$ cat src/rtl/lfsr_stream_pkg.sv
// Shared definitions for the multi-lane LFSR stream generator:
// feedback tap masks for each legal lane width, the sequencer state
// type and the lane-width legality check.
package lfsr_stream_pkg;

  // Tap positions are 1-based in the polynomial; bit t-1 of the lane
  // state feeds the XOR for tap t.
  localparam logic [127:0] TAPS_32  = (128'd1 << 31) | (128'd1 << 21) |
                                      (128'd1 << 1)  | (128'd1 << 0);
  localparam logic [127:0] TAPS_64  = (128'd1 << 63) | (128'd1 << 62) |
                                      (128'd1 << 60) | (128'd1 << 59);
  localparam logic [127:0] TAPS_128 = (128'd1 << 127) | (128'd1 << 125) |
                                      (128'd1 << 100) | (128'd1 << 98);

  typedef enum logic [1:0] {
    IDLE = 2'd0,
    RUN  = 2'd1,
    DONE = 2'd2
  } state_t;

  function automatic bit lane_width_legal(input int unsigned width);
    return (width == 32) || (width == 64) || (width == 128);
  endfunction

  function automatic logic [127:0] tap_mask(input int unsigned width);
    logic [127:0] mask;
    case (width)
      32:      mask = TAPS_32;
      64:      mask = TAPS_64;
      128:     mask = TAPS_128;
      default: mask = '0;
    endcase
    return mask;
  endfunction

endpackage

$ cat src/rtl/lfsr_lane.sv
// One Fibonacci LFSR lane: state register, XOR feedback, run-time seed
// load with zero-seed substitution and, when LFSR_STREAM_LOOP_DET_EN is
// defined, a reference register that flags when the sequence wraps.
module lfsr_lane
  import lfsr_stream_pkg::*;
#(
  parameter int unsigned LANE_WIDTH = 128,
  parameter logic [LANE_WIDTH-1:0] RESET_VALUE = LANE_WIDTH'(1)
) (
  input  logic                  clk,
  input  logic                  rst,
  input  logic                  seed_load,
  input  logic [LANE_WIDTH-1:0] seed,
  input  logic                  step,
  output logic [LANE_WIDTH-1:0] state,
  output logic                  loop
);

  localparam logic [127:0]            FULL_MASK = tap_mask(LANE_WIDTH);
  localparam logic [LANE_WIDTH-1:0]   TAP_MASK  = FULL_MASK[LANE_WIDTH-1:0];

  logic [LANE_WIDTH-1:0] state_q;
  logic [LANE_WIDTH-1:0] next_state;
  logic [LANE_WIDTH-1:0] seed_value;

  // An all-zero seed would lock the LFSR, so it is replaced by 1.
  assign next_state = {state_q[LANE_WIDTH-2:0], ^(state_q & TAP_MASK)};
  assign seed_value = (seed == '0) ? LANE_WIDTH'(1) : seed;
  assign state      = state_q;

  // Lane state: a seed load wins, otherwise advance one step per accepted beat.
  always_ff @(posedge clk or posedge rst) begin
    if (rst) begin
      state_q <= RESET_VALUE;
    end else if (seed_load) begin
      state_q <= seed_value;
    end else if (step) begin
      state_q <= next_state;
    end
  end

`ifdef LFSR_STREAM_LOOP_DET_EN
  logic [LANE_WIDTH-1:0] ref_q;
  logic                  loop_q;

  // Remember the starting point and pulse once a step lands back on it.
  always_ff @(posedge clk or posedge rst) begin
    if (rst) begin
      ref_q  <= RESET_VALUE;
      loop_q <= 1'b0;
    end else begin
      loop_q <= 1'b0;
      if (seed_load) begin
        ref_q <= seed_value;
      end else if (step) begin
        loop_q <= (next_state == ref_q);
      end
    end
  end

  assign loop = loop_q;
`else
  assign loop = 1'b0;
`endif

endmodule

$ cat src/rtl/lfsr_stream_gen.sv
// Multi-lane pseudo-random stream source. LANE_NUM independent LFSR
// lanes are concatenated onto a valid/ready stream; bursts are started,
// stopped and sized by the matching controller. Define
// LFSR_STREAM_LOOP_DET_EN to build per-lane sequence-wrap detection on
// o_lfsr_loop; otherwise that output is tied low.
module lfsr_stream_gen
  import lfsr_stream_pkg::*;
#(
  parameter int unsigned LANE_NUM    = 4,
  parameter int unsigned LANE_WIDTH  = 128,
  parameter int unsigned BURST_WIDTH = 16
) (
  input  logic                           i_fclk,
  input  logic                           i_reset,
  input  logic                           i_seed_load,
  input  logic [LANE_NUM*LANE_WIDTH-1:0] i_seed_data,
  input  logic                           i_start,
  input  logic [BURST_WIDTH-1:0]         i_burst_len,
  input  logic                           i_stop,
  input  logic                           i_ready,
  output logic [LANE_NUM*LANE_WIDTH-1:0] o_stream,
  output logic                           o_valid,
  output logic                           o_busy,
  output logic                           o_done,
  output logic [LANE_NUM-1:0]            o_lfsr_loop
);

  generate
    if (!lane_width_legal(LANE_WIDTH)) begin : g_width_check
      $error("lfsr_stream_gen: LANE_WIDTH must be 32, 64 or 128");
    end
  endgenerate

  state_t                 state_q;
  logic [BURST_WIDTH-1:0] beat_count_q;
  logic [BURST_WIDTH-1:0] burst_len_q;
  logic                   accept;
  logic                   seed_load_en;
  logic                   last_beat;

  // Seeds are only taken while idle; a zero burst length never matches
  // the last-beat test, which is what makes it free-running.
  assign accept       = o_valid & i_ready;
  assign seed_load_en = (state_q == IDLE) & i_seed_load;
  assign last_beat    = (burst_len_q != '0) &&
                        (beat_count_q == burst_len_q - BURST_WIDTH'(1));

  // Burst sequencer with registered valid/busy/done and the beat counter.
  always_ff @(posedge i_fclk or posedge i_reset) begin
    if (i_reset) begin
      state_q      <= IDLE;
      o_valid      <= 1'b0;
      o_busy       <= 1'b0;
      o_done       <= 1'b0;
      beat_count_q <= '0;
      burst_len_q  <= '0;
    end else begin
      case (state_q)
        IDLE: begin
          o_done <= 1'b0;
          if (!i_seed_load && i_start) begin
            state_q      <= RUN;
            o_valid      <= 1'b1;
            o_busy       <= 1'b1;
            beat_count_q <= '0;
            burst_len_q  <= i_burst_len;
          end
        end
        RUN: begin
          if (accept) begin
            beat_count_q <= beat_count_q + BURST_WIDTH'(1);
          end
          if (i_stop || (accept && last_beat)) begin
            state_q <= DONE;
            o_valid <= 1'b0;
            o_busy  <= 1'b0;
            o_done  <= 1'b1;
          end
        end
        DONE: begin
          o_done  <= 1'b0;
          state_q <= IDLE;
        end
        default: begin
          state_q <= IDLE;
          o_valid <= 1'b0;
          o_busy  <= 1'b0;
          o_done  <= 1'b0;
        end
      endcase
    end
  end

  // Lane k resets to k+1 so every lane starts on a distinct sequence point.
  for (genvar k = 0; k < LANE_NUM; k++) begin : g_lane
    lfsr_lane #(
      .LANE_WIDTH  (LANE_WIDTH),
      .RESET_VALUE (LANE_WIDTH'(k + 1))
    ) u_lane (
      .clk       (i_fclk),
      .rst       (i_reset),
      .seed_load (seed_load_en),
      .seed      (i_seed_data[k*LANE_WIDTH +: LANE_WIDTH]),
      .step      (accept),
      .state     (o_stream[k*LANE_WIDTH +: LANE_WIDTH]),
      .loop      (o_lfsr_loop[k])
    );
  end

endmodule

$ cat config.mk
export PLATFORM = sky130hd
export DESIGN_NAME = lfsr_stream_gen
export DESIGN_NICKNAME = d
export VERILOG_FILES = /design/src/rtl/lfsr_stream_pkg.sv /design/src/rtl/lfsr_lane.sv /design/src/rtl/lfsr_stream_gen.sv
export SDC_FILE = /design/constraint.sdc
export NUM_CORES = 2
export LEC_CHECK = 0
export CORE_AREA = 2 2 405 407
export DETAILED_ROUTE_END_ITERATION = 12
export DIE_AREA = 0 0 407 409
export GPL_TIMING_DRIVEN = 1
export MAX_ROUTING_LAYER = met4
export SLEW_MARGIN = 20
export SYNTH_ARGS = -nofsm -noshare
export SYNTH_HDL_FRONTEND = slang
export SYNTH_SLANG_ARGS = --single-unit
$ cat constraint.sdc
create_clock -name i_fclk -period 22.4 [get_ports i_fclk]
set_input_delay 4.48 -clock i_fclk [delete_from_list [all_inputs] [get_ports i_fclk]]
set_output_delay 4.48 -clock i_fclk [all_outputs]
set_load 0.03 [all_outputs]
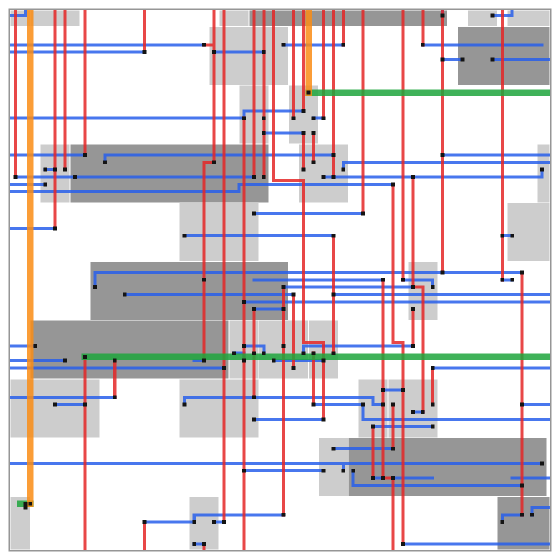
detail.png
Region (293, 294) to (318, 319) um. Cells in gray, sequential cells in the stronger gray; small squares are vias.
red -> metal 2
green -> metal 3
orange -> metal 4
blue -> metal 1
cells with their middle in the window = 21
sequential cells in the window = 4
most frequent = nand2_1 (6), dfrtp_1 (4), clkdlybuf4s50_1 (4)
netlist names of flops here include = g_lane.u_lane.state (4)

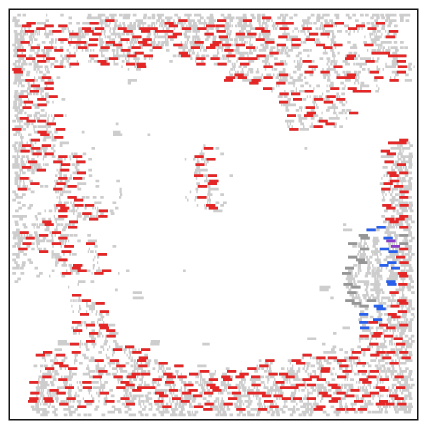
flops_by_reg.png
(1 px per um)
red -> g_lane.u_lane.state  # placed flops 512, where all over the die
blue -> burst_len_q  # placed flops 16
purple -> state_q  # placed flops 2
not colored = 18

==> impl_metrics.yaml <==
# physical design summary
final_layout:
  area_delta_synth_final_pct: 58.5
  n_fill_cell: 17499
  final_common_cell: "clkdlybuf4s50_1"
  fin_util_pct: 25.4
  drive_gt1_share_pct: 4.27
  largest_register_ffs: 512
  final_cells: 6365
  fin_area_um2: 41200
critical_path:
  crit_fanout: 182
  r2r-end: "g_lane[1].u_lane.state[97]"
  reg2reg_setup_slack_ns: 16.99
  reg2regPathDepth: 7
  start_kind: "input port"
  endpoint_kind: "flop"
  slowest_stage: "buf_4"
  critical_path_required_ns: 22.88
  setup.worst_path.end: "g_lane[1].u_lane.state[97]"
  path_buffers: 5
  cpPeakStageDelay_ns: 0.91
  path_depth: 7
power_and_ir_drop:
  peakVddDrop_mv: 0.0534
  powerDensity_nw_per_um2: 123
hold_path:
  holdPathEnd: "g_lane[2].u_lane.state[1]"
  hp-class: "flop to flop"
  min-delay-start: "g_lane[2].u_lane.state[0]"
  hold_depth: 2
floorplan:
  io_pins: 1053
  core_um2: 162000
  chipArea_um2: 166000
  die_w_um: 407
  rows: 148
  fp_util_pct: 16.0
yosys:
  syn-instance-count: 3189
  logic_family: "simple AND/OR/NAND/NOR gates"
  edf_count: 0
  yosys.area.top_type: "dfrtp_1"
  ys_sh_xor_pct: 1.42
  ff_type: "dfrtp_1"
  ys_seq_share_pct: 52.8
  ys_cells: 3189
  synthTopCellsByArea: "dfrtp_1 (52%), nand2_1 (15%), a31oi_1 (12%)"
  simple_gate_share_pct: 28.0
  top_cells_by_count: "nand2_1 (1,033), dfrtp_1 (543), nor2_1 (536), a31oi_1 (509), clkbuf_1 (211)"
  yosysChipArea_um2: 26000
final_timing:
  finalSetupTns_ns: 0
  finalSetupViolCount: 0
  finalCriticalPeriod_ns: 9.11
  drv_slew: 0
  tightest_slew_ns: 1.16
  rsz0062_at_grt: "no"
global_route:
  grt_overflow: 0
  grt_pass1_wl_um: 216000
run:
  warnings: 45
place:
  pre_cts_ws_ns: 12.80
  place.gp.congestion: 1.04
  place_hpwl_um: 124000
  portBuffers: 1048
drt:
  routedWlPerCell_um: 24.8
  vias_per_cell: 4.54
  drt_wl_total_um: 158000
  drt.antenna.violating_nets: 0
  drc: 0
cts:
  cts_buffer_depth: 3
  cts_tree: "done"
  cts_hold_buf: 0
  cts_inserted_buffers: 73
  cts_setup_buffers: 0
  cts_root_buf: "clkbuf_16"
  cts_num_sinks: 548
status:
  status: "finished clean"
## per-layer routing
layer	global-route usage, %	part of all wire (%)	vias up
li1	-	-	12872
met1	23.2	41	14307
met2	27.8	45	1434
met3	5.01	8.6	266
met4	9.17	5.2	0
met5	-	0	-
## cell type report
class                      instances  area, um2  area share (%)
timing repair buffer            1081      10800            26.2
tap                             2175       2720            6.61
inverter                           8       37.5          0.0912
sequential                       548      13700            33.3
multi-input combinational       2399      11400            27.6
clock inverter                    22        339           0.824
clock buffer                     112       2140            5.21
antenna                           20       50.0           0.122
## power by group
part           switching, mW  leakage, nW  total (mW)  internal (mW)
Combinational           1.39         8.97        2.21          0.812
Clock                  0.508         1.21        1.23          0.725
Sequential             0.344         6.31        1.63           1.29
Power and IR drop assume default switching activity.
